Figure 1. Cells by drive strength.
The bar under the picture is 100 microns long.
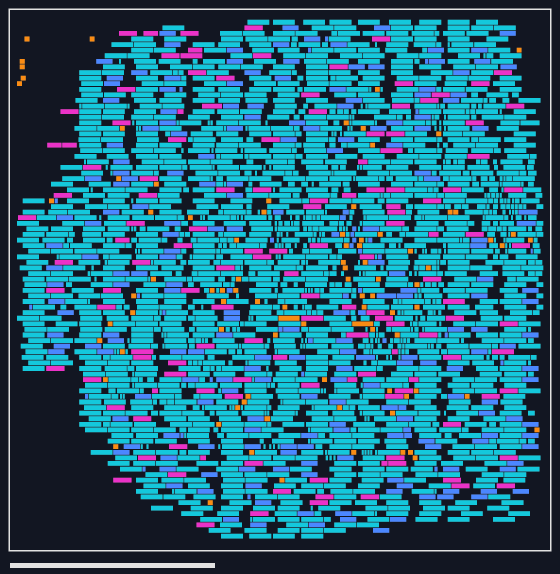
Figure 2. Port wiring.
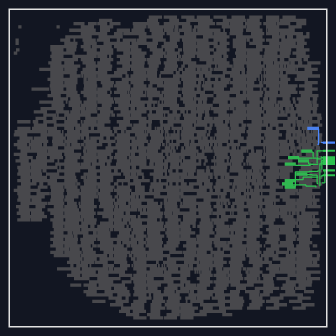
Figure 3. Routed metal, one colour a layer.
The bar under the picture is 100 microns long.
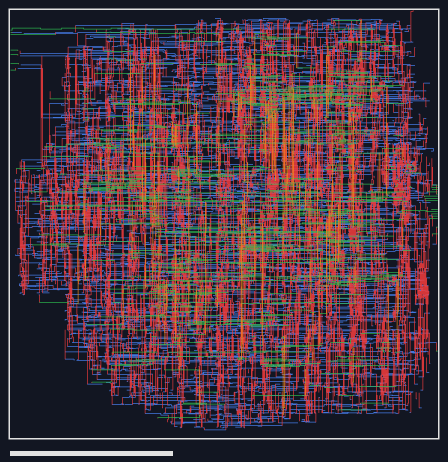
--- config.mk ---
export PLATFORM = sky130hd
export DESIGN_NAME = udp_tx_fifo
export DESIGN_NICKNAME = d
export VERILOG_FILES = /design/src/rtl/udp_tx_fifo_pkg.sv /design/src/rtl/udp_tx_fifo_ram.sv /design/src/rtl/udp_tx_fifo.sv
export SDC_FILE = /design/constraint.sdc
export NUM_CORES = 1
export LEC_CHECK = 0
export CAP_MARGIN = 15
export CORE_MARGIN = 3
export CORE_UTILIZATION = 63
export CTS_CLUSTER_SIZE = 16
export DETAILED_ROUTE_END_ITERATION = 12
export PLACE_DENSITY = 0.79
export SYNTH_ARGS = -nofsm -noshare
export SYNTH_HDL_FRONTEND = slang
export SYNTH_SLANG_ARGS = --single-unit
--- constraint.sdc ---
create_clock -name clk_tb -period 3.9 [get_ports clk_tb]
set_input_delay 0.585 -clock clk_tb [delete_from_list [all_inputs] [get_ports clk_tb]]
set_output_delay 0.585 -clock clk_tb [all_outputs]
set_load 0.01 [all_outputs]
--- src/rtl/udp_tx_fifo_pkg.sv ---
// udp_tx_fifo_pkg: shared defaults and the payload word type for the UDP
// transmit FIFO.
//   ADDR_WIDTH_DEF       - log2 of FIFO depth
//   DATA_WIDTH_DEF       - payload word width
//   ALMOST_FULL_NUM_DEF  - almost_full threshold in words
//   ALMOST_EMPTY_NUM_DEF - almost_empty threshold in words
package udp_tx_fifo_pkg;

  localparam int unsigned ADDR_WIDTH_DEF       = 7;
  localparam int unsigned DATA_WIDTH_DEF       = 8;
  localparam int unsigned ALMOST_FULL_NUM_DEF  = 43;
  localparam int unsigned ALMOST_EMPTY_NUM_DEF = 4;

  typedef logic [DATA_WIDTH_DEF-1:0] data_word_t;

endpackage

--- src/rtl/udp_tx_fifo_ram.sv ---
// udp_tx_fifo_ram: simple dual-port 2^ADDR_WIDTH x DATA_WIDTH storage with a
// synchronous write port and a registered read port.
// Ports:
//   clk_tb  - clock (rising edge)
//   tb_rst  - async active-high reset, clears only the read register
//   wr_en   - write strobe, wr_addr / wr_data
//   rd_en   - read strobe, rd_addr; rd_data holds when rd_en is low
import udp_tx_fifo_pkg::*;

module udp_tx_fifo_ram #(
  parameter int unsigned ADDR_WIDTH = ADDR_WIDTH_DEF,
  parameter int unsigned DATA_WIDTH = DATA_WIDTH_DEF
) (
  input  logic                  clk_tb,
  input  logic                  tb_rst,
  input  logic                  wr_en,
  input  logic [ADDR_WIDTH-1:0] wr_addr,
  input  logic [DATA_WIDTH-1:0] wr_data,
  input  logic                  rd_en,
  input  logic [ADDR_WIDTH-1:0] rd_addr,
  output logic [DATA_WIDTH-1:0] rd_data
);

  localparam int unsigned DEPTH = 1 << ADDR_WIDTH;

  logic [DATA_WIDTH-1:0] mem [DEPTH];
  logic [DATA_WIDTH-1:0] rd_data_q;
  logic [DATA_WIDTH-1:0] rd_data_d;

  // Storage array: no reset, contents are don't-care until written.
  always_ff @(posedge clk_tb) begin
    if (wr_en) begin
      mem[wr_addr] <= wr_data;
    end
  end

  // Read register only loads on a read so the last word is held.
  always_comb begin
    rd_data_d = rd_data_q;
    if (rd_en) begin
      rd_data_d = mem[rd_addr];
    end
  end

  always_ff @(posedge clk_tb or posedge tb_rst) begin
    if (tb_rst) begin
      rd_data_q <= '0;
    end else begin
      rd_data_q <= rd_data_d;
    end
  end

  assign rd_data = rd_data_q;

endmodule

--- src/rtl/udp_tx_fifo.sv ---
// udp_tx_fifo: single-clock 2^ADDR_WIDTH x DATA_WIDTH FIFO between the UDP
// packet builder (writer) and the MAC transmit stage (reader).
// Ports:
//   clk_tb, tb_rst (async, active-high)
//   wr_data, wr_en          - write side; writes while full are dropped
//   full, almost_full       - registered, count == depth / count >= ALMOST_FULL_NUM
//   rd_en, rd_data          - read side; reads while empty are dropped
//   empty, almost_empty     - registered, count == 0 / count <= ALMOST_EMPTY_NUM
// Optional (UDP_TX_FIFO_WATER_LEVEL_EN defined):
//   wr_water_level, rd_water_level - registered word count
import udp_tx_fifo_pkg::*;

module udp_tx_fifo #(
  parameter int unsigned ADDR_WIDTH       = ADDR_WIDTH_DEF,
  parameter int unsigned DATA_WIDTH       = DATA_WIDTH_DEF,
  parameter int unsigned OUT_REG          = 1,
  parameter int unsigned ALMOST_FULL_NUM  = ALMOST_FULL_NUM_DEF,
  parameter int unsigned ALMOST_EMPTY_NUM = ALMOST_EMPTY_NUM_DEF
) (
  input  logic                  clk_tb,
  input  logic                  tb_rst,
  input  logic [DATA_WIDTH-1:0] wr_data,
  input  logic                  wr_en,
  output logic                  full,
  output logic                  almost_full,
  input  logic                  rd_en,
  output logic [DATA_WIDTH-1:0] rd_data,
  output logic                  empty,
  output logic                  almost_empty
`ifdef UDP_TX_FIFO_WATER_LEVEL_EN
  ,
  output logic [ADDR_WIDTH:0]   wr_water_level,
  output logic [ADDR_WIDTH:0]   rd_water_level
`endif
);

  localparam int unsigned CW    = ADDR_WIDTH + 1;
  localparam int unsigned DEPTH = 1 << ADDR_WIDTH;

  logic [CW-1:0] wr_ptr_q, wr_ptr_d;
  logic [CW-1:0] rd_ptr_q, rd_ptr_d;
  logic [CW-1:0] count_q,  count_d;
  logic          full_q,         full_d;
  logic          empty_q,        empty_d;
  logic          almost_full_q,  almost_full_d;
  logic          almost_empty_q, almost_empty_d;
  logic          wr_acc_c;
  logic          rd_acc_c;
  logic [DATA_WIDTH-1:0] ram_rd_data;

  // Acceptance uses the pre-edge flags, so a same-cycle read never frees
  // room for a write while full (and vice versa while empty).
  always_comb begin
    wr_acc_c = wr_en && !full_q;
    rd_acc_c = rd_en && !empty_q;

    wr_ptr_d = wr_ptr_q;
    rd_ptr_d = rd_ptr_q;
    if (wr_acc_c) begin
      wr_ptr_d = wr_ptr_q + CW'(1);
    end
    if (rd_acc_c) begin
      rd_ptr_d = rd_ptr_q + CW'(1);
    end

    count_d = count_q + CW'(wr_acc_c) - CW'(rd_acc_c);

    full_d         = (count_d == CW'(DEPTH));
    empty_d        = (count_d == '0);
    almost_full_d  = (count_d >= CW'(ALMOST_FULL_NUM));
    almost_empty_d = (count_d <= CW'(ALMOST_EMPTY_NUM));
  end

  always_ff @(posedge clk_tb or posedge tb_rst) begin
    if (tb_rst) begin
      wr_ptr_q       <= '0;
      rd_ptr_q       <= '0;
      count_q        <= '0;
      full_q         <= 1'b0;
      empty_q        <= 1'b1;
      almost_full_q  <= 1'b0;
      almost_empty_q <= 1'b1;
    end else begin
      wr_ptr_q       <= wr_ptr_d;
      rd_ptr_q       <= rd_ptr_d;
      count_q        <= count_d;
      full_q         <= full_d;
      empty_q        <= empty_d;
      almost_full_q  <= almost_full_d;
      almost_empty_q <= almost_empty_d;
    end
  end

  assign full         = full_q;
  assign empty        = empty_q;
  assign almost_full  = almost_full_q;
  assign almost_empty = almost_empty_q;

`ifdef UDP_TX_FIFO_WATER_LEVEL_EN
  // count_q is already a flop, so both levels are registered views of it.
  assign wr_water_level = count_q;
  assign rd_water_level = count_q;
`endif

  udp_tx_fifo_ram #(
    .ADDR_WIDTH (ADDR_WIDTH),
    .DATA_WIDTH (DATA_WIDTH)
  ) u_ram (
    .clk_tb  (clk_tb),
    .tb_rst  (tb_rst),
    .wr_en   (wr_acc_c),
    .wr_addr (wr_ptr_q[ADDR_WIDTH-1:0]),
    .wr_data (wr_data),
    .rd_en   (rd_acc_c),
    .rd_addr (rd_ptr_q[ADDR_WIDTH-1:0]),
    .rd_data (ram_rd_data)
  );

  // Optional output stage; the RAM read register already holds between
  // reads, so copying it every cycle keeps rd_data stable too.
  if (OUT_REG != 0) begin : g_out_reg
    logic [DATA_WIDTH-1:0] rd_data_q;
    logic [DATA_WIDTH-1:0] rd_data_d;

    always_comb begin
      rd_data_d = ram_rd_data;
    end

    always_ff @(posedge clk_tb or posedge tb_rst) begin
      if (tb_rst) begin
        rd_data_q <= '0;
      end else begin
        rd_data_q <= rd_data_d;
      end
    end

    assign rd_data = rd_data_q;
  end else begin : g_no_out_reg
    assign rd_data = ram_rd_data;
  end

endmodule

==> results.env <==
TIMING.SETUP.TNS_NS=0
DETAIL_ROUTE.VIAS_PER_CELL=6.94
NETLIST.TOP_CELL.BY_INSTANCES='sky130_fd_sc_hd__edfxtp_1'
POST_SYNTH_MAIN_AREA_CONTRIBUTORS='sky130_fd_sc_hd__edfxtp_1 74%, sky130_fd_sc_hd__mux4_2 11%, sky130_fd_sc_hd__mux2i_1 2.8%'
SYNTH.DISTINCT_CELLS=56
PWR-SHARE-COMB=0.289
CTS_INSERTED_BUFFERS=101
GRT_SETUP_UNREPAIRED='false'
CTS_RESIZED=0
DIE-HEIGHT_MICRONS=263
SETUP_VIOL_COUNT_FINAL=0
YS_SH_MUX=0.143
MET2_GLOBAL_ROUTE_USAGE=0.435
DETAIL_ROUTE.ITER0.VIOLATIONS=3065
VIA_COUNT_OF_THE_FIRST_GLOBAL_ROUTING_PASS=21800
NETLIST_TOP_CELLS_COUNT='1024 x sky130_fd_sc_hd__edfxtp_1, 201 x sky130_fd_sc_hd__mux4_2, 158 x sky130_fd_sc_hd__nor2_1'
POST_CTS.REPAIR.SETUP_BUFFERS=0
FIRST_PASS_GRT_WIRE_LENGTH_MM=143
DETAILEDPLACE.WORSTSLACK_NS=0.132
CELLINTERNALPOWER_uW=22500
GRT-OVFL-TOTAL=0
CORE_AREA_SQ_MM=0.0649
CLKTRANSATPATHREGS_NS=0.06
ARRIVAL_NS=3.84
SYNTHCELLS=2039
SYNTHAOIAREAFRAC=0.0407
POWER.CLOCK.FRACTION=0.296
IR_WORST_VDD_V=0.000498
WORSTPATHCELLLIST='clkdlybuf4s50_1 > nor2b_1 > clkinv_1 > ha_1 > inv_1 > ha_1 > inv_1 > fa_1 > nor2b_1 > o21a_1 > o21ai_0 > a211oi_1 > nand4_1 > nor3_1'
WORST_PATH_MAX_DELAY_CELL='sky130_fd_sc_hd__a211oi_1'
LAY_TOP_COUNT='sky130_fd_sc_hd__edfxtp_1'
PROPORTION_OF_SYNTHESIZED_CHIP_AREA_IN_SEQUENTIAL_CELLS=0.764
P_COMB_uW=9440
GLOBALROUTEMET3UTIL=0.0693
REPORT.POWER.TOTAL_uW=32600
CP-START-KIND='input pin'
FIN_NETS=2149
P_SWITCHING_uW=10200
CRITICAL_PATH_BUF_INV_COUNT=4
WORST_PIN_SLEW_NS=1.19
DOMINANTREGCELLSYNTH='sky130_fd_sc_hd__edfxtp_1'
WORSTPATHREQUIRED_NS=4.46
LARGESTPOWERGROUP='registers'
DP.CELLS=2877
SKEW_NS=0.0304
LAYOUT.CELLS.MOST_COMMON_LIST='1024 x sky130_fd_sc_hd__edfxtp_1, 201 x sky130_fd_sc_hd__mux4_2, 157 x sky130_fd_sc_hd__nor2_1, 117 x sky130_fd_sc_hd__mux2i_1, 103 x sky130_fd_sc_hd__clkbuf_16'
PLACEMENTROWS=93
FINAL_PERIOD_MINUS_WORST_SETUP_SLACK_NS=3.29
CTS-ROOT-TO-SINK-BUFFERS=3
GRT_MOST_USED_LAYER='met2'
TIMING.CRITICAL_PATH.MAX_DELAY_FAMILY='adder cells'
CAP_VIOLATIONS=0
HOLD_VIOLATIONS=0
SYN_NETS=2062
CLOCK_POWER_uW=9670
LAYOUT_CELLS_EXCL_FILL=3065
SYNTH-AREA-YOSYS_SQ_MM=0.0416
FINAL.PERIOD_UTILIZATION=0.842
HOLD_BUFFERS=0
WORSTHOLDPATHTYPE='reg2reg'
DRT_PRE_ANTENNA_ITERS=6
SYNTH_WARNINGS=0
WORST_SETUP_PATH_END_KIND='register'
DIE-AREA_SQ_MM=0.0692
CTS_TREE='yes'
SYNTHDOMINANTAREACELLTYPE='sky130_fd_sc_hd__edfxtp_1'
SYNTHDOMINANTCELLAREASHARE=0.739
RUN_STATUS='completed'
NUMBER_OF_SYNTHESIZED_FLOPS_WITH_AN_ENABLE_PIN=1024
TIMING.FMAX_MHz=304
LARGEST_FANOUT_ON_THE_CRITICAL_PATH=4
SLEW_VIOL_FINAL=0
YOSYS.AREA_SHARE.ADDER=0.00349
YS_ASYNC_SR_FRACTION=0.0394
POST_SYNTH_XOR_AREA_FRACTION=0.00316
DIE_WIDTH_MICRONS=263
FILLER_CELL_COUNT=3642
CTS_NUM_SINKS=1066
STATIC-LEAKAGE-POWER_uW=0.0148
DRCVIOLATIONCOUNT=0
DETAILEDPLACEMENTHPWL_MM=55.7
CTS_ROOT_BUFFER='sky130_fd_sc_hd__clkbuf_16'
ANTENNA_FOUND_INITIAL=1
ROUTABILITY_CONGESTION_ESTIMATE=0.859
POWER.SWITCHING_FRACTION=0.311
SEQ_POWER_SHARE=0.414
POST_DRT_WL_PER_CELL_MICRONS=31.0
YOSYS-STAT-CELLS=2039
LOG.WARNING_COUNT=33
CRITPATHMAXSTAGEDELAY_NS=0.48
STARTING_DENSITY_OF_THE_CORE=0.641
SLEW_HEADROOM=0.205
WORST-SETUP-PATH-TYPE='in2reg'
SYNTH.COMB.LARGEST_FAMILY='multiplexers'
P_PER_AREA_mW_PER_MM2=705
ANT_NETS=0
SYN_AVG_CELL_AREA_SQ_UM=20.4
MAPPEDNETLISTAREA_SQ_MM=0.0416
MET1_TRACK_DEMAND_OVER_RESOURCE_IN_GLOBAL_ROUTING=0.387
LARGEST_NET_DEGREE_AT_THE_START_OF_GLOBAL_ROUTING=114
POST_SYNTH_AND_OR_NAND_NOR_AREA_FRACTION=0.0267
HTREEDEPTH=3
CLOCK.LATENCY.LATE_PIN_NS=0.66
POWERSEQ_uW=13500
YS.FLOPS=1066
DRIVE_ABOVE_1_SHARE=0.212
FINISH.UTILIZATION=0.712
About Figure 1:
legend:
  drive 1 or less:
    colour: cyan
    cells: 1739
    share: 79%
  drive 2:
    colour: blue
    cells: 246
    share: 11%
  drive 6 and up:
    colour: magenta
    cells: 134
    share: 6.1%
  drive 3 to 4:
    colour: orange
    cells: 88
    share: 4.0%
finished layout cell area: 0.0462 sq mm
synthesis-to-layout area growth: 11.1%
Plain + repair buffers: 108
slack of the critical path: 0.615 ns

About Figure 2:
legend:
  empty:
    colour: blue
    bits: 1
    direction: output
    end_cells: 1
    buffers: 1
    wire: 17.5 microns
  rd_data:
    colour: green
    bits: 8
    direction: output
    end_cells: 8
    buffers: 8
    wire: 220 microns
total I/O pin count: 24
number of buffers inserted by port buffering: 23

About Figure 3:
legend:
  met4:
    colour: orange
    wire_length: 3980 microns
  met3:
    colour: green
    wire_length: 10300 microns
  met1:
    colour: blue
    wire_length: 35.0 mm
  met2:
    colour: red
    wire_length: 45.8 mm
GRT Overall Usage: 0.278
Total Wirelength: 95.1 mm
number of vias in the routed layout: 21300

-- layer usage --
metal,vias to the layer above,part of all wire
li1,8621,-
met1,11000,0.37
met2,1431,0.48
met3,266,0.11
met4,0,0.042
met5,-,0
-- registers in the layout, indices dropped and copies added (netlist names) --
signal,count
count_q,8
u_ram.mem,1024
wr_ptr_q,7
almost_empty,1
rd_data,8
rd_ptr_q,7
almost_full,1
empty,1
u_ram.rd_data,8
full,1
-- worst paths after layout --
| kind | from | to | slack [ns] | cells after the start |
|---|---|---|---|---|
| hold / removal | u_ram.rd_data[4] | rd_data[4] | 0.40 | 0 |
| min in group asynchronous | tb_rst | rd_data[1] | 0.48 | 2 |
| setup / recovery | wr_en | full | 0.61 | 14 |
| max in group asynchronous | tb_rst | rd_ptr_q[0] | 2.72 | 2 |
| setup reg to reg | rd_ptr_q[0] | u_ram.rd_data[7] | 0.63 | 9 |
| hold reg to reg | u_ram.rd_data[4] | rd_data[4] | 0.40 | 0 |
-- stage by stage --
| stage | instance area (sq um) | hold WS [ns] |
|---|---|---|
| 5_1_grt | 46200 | 0.415 |
| 2_1_floorplan | 41600 | 0.354 |
| 3_3_place_gp | 43000 | 0.397 |
| 4_1_cts | 46200 | 0.405 |
| 6_report | 46200 | 0.399 |
| 3_5_place_dp | 43000 | 0.392 |
-- kinds of logic after synthesis --
logic type,count (synthesis)
simple gates,247
mux,330
compound gates,231
xor+xnor,15
buf+inv,139
fa+ha+maj,11
flops,1066
-- final cells by class --
class	count	area, sq um	area share
diodes	3	7.51	0.000162
clock buffers	135	2740	0.0592
clock inverters	49	514	0.0111
inverters	15	56.3	0.00122
multi-input cells	834	9030	0.195
flip-flops and latches	1066	31800	0.688
well taps	855	1070	0.0231
repair buffers	108	1010	0.0218
Power is estimated from default activity; no workload was simulated.
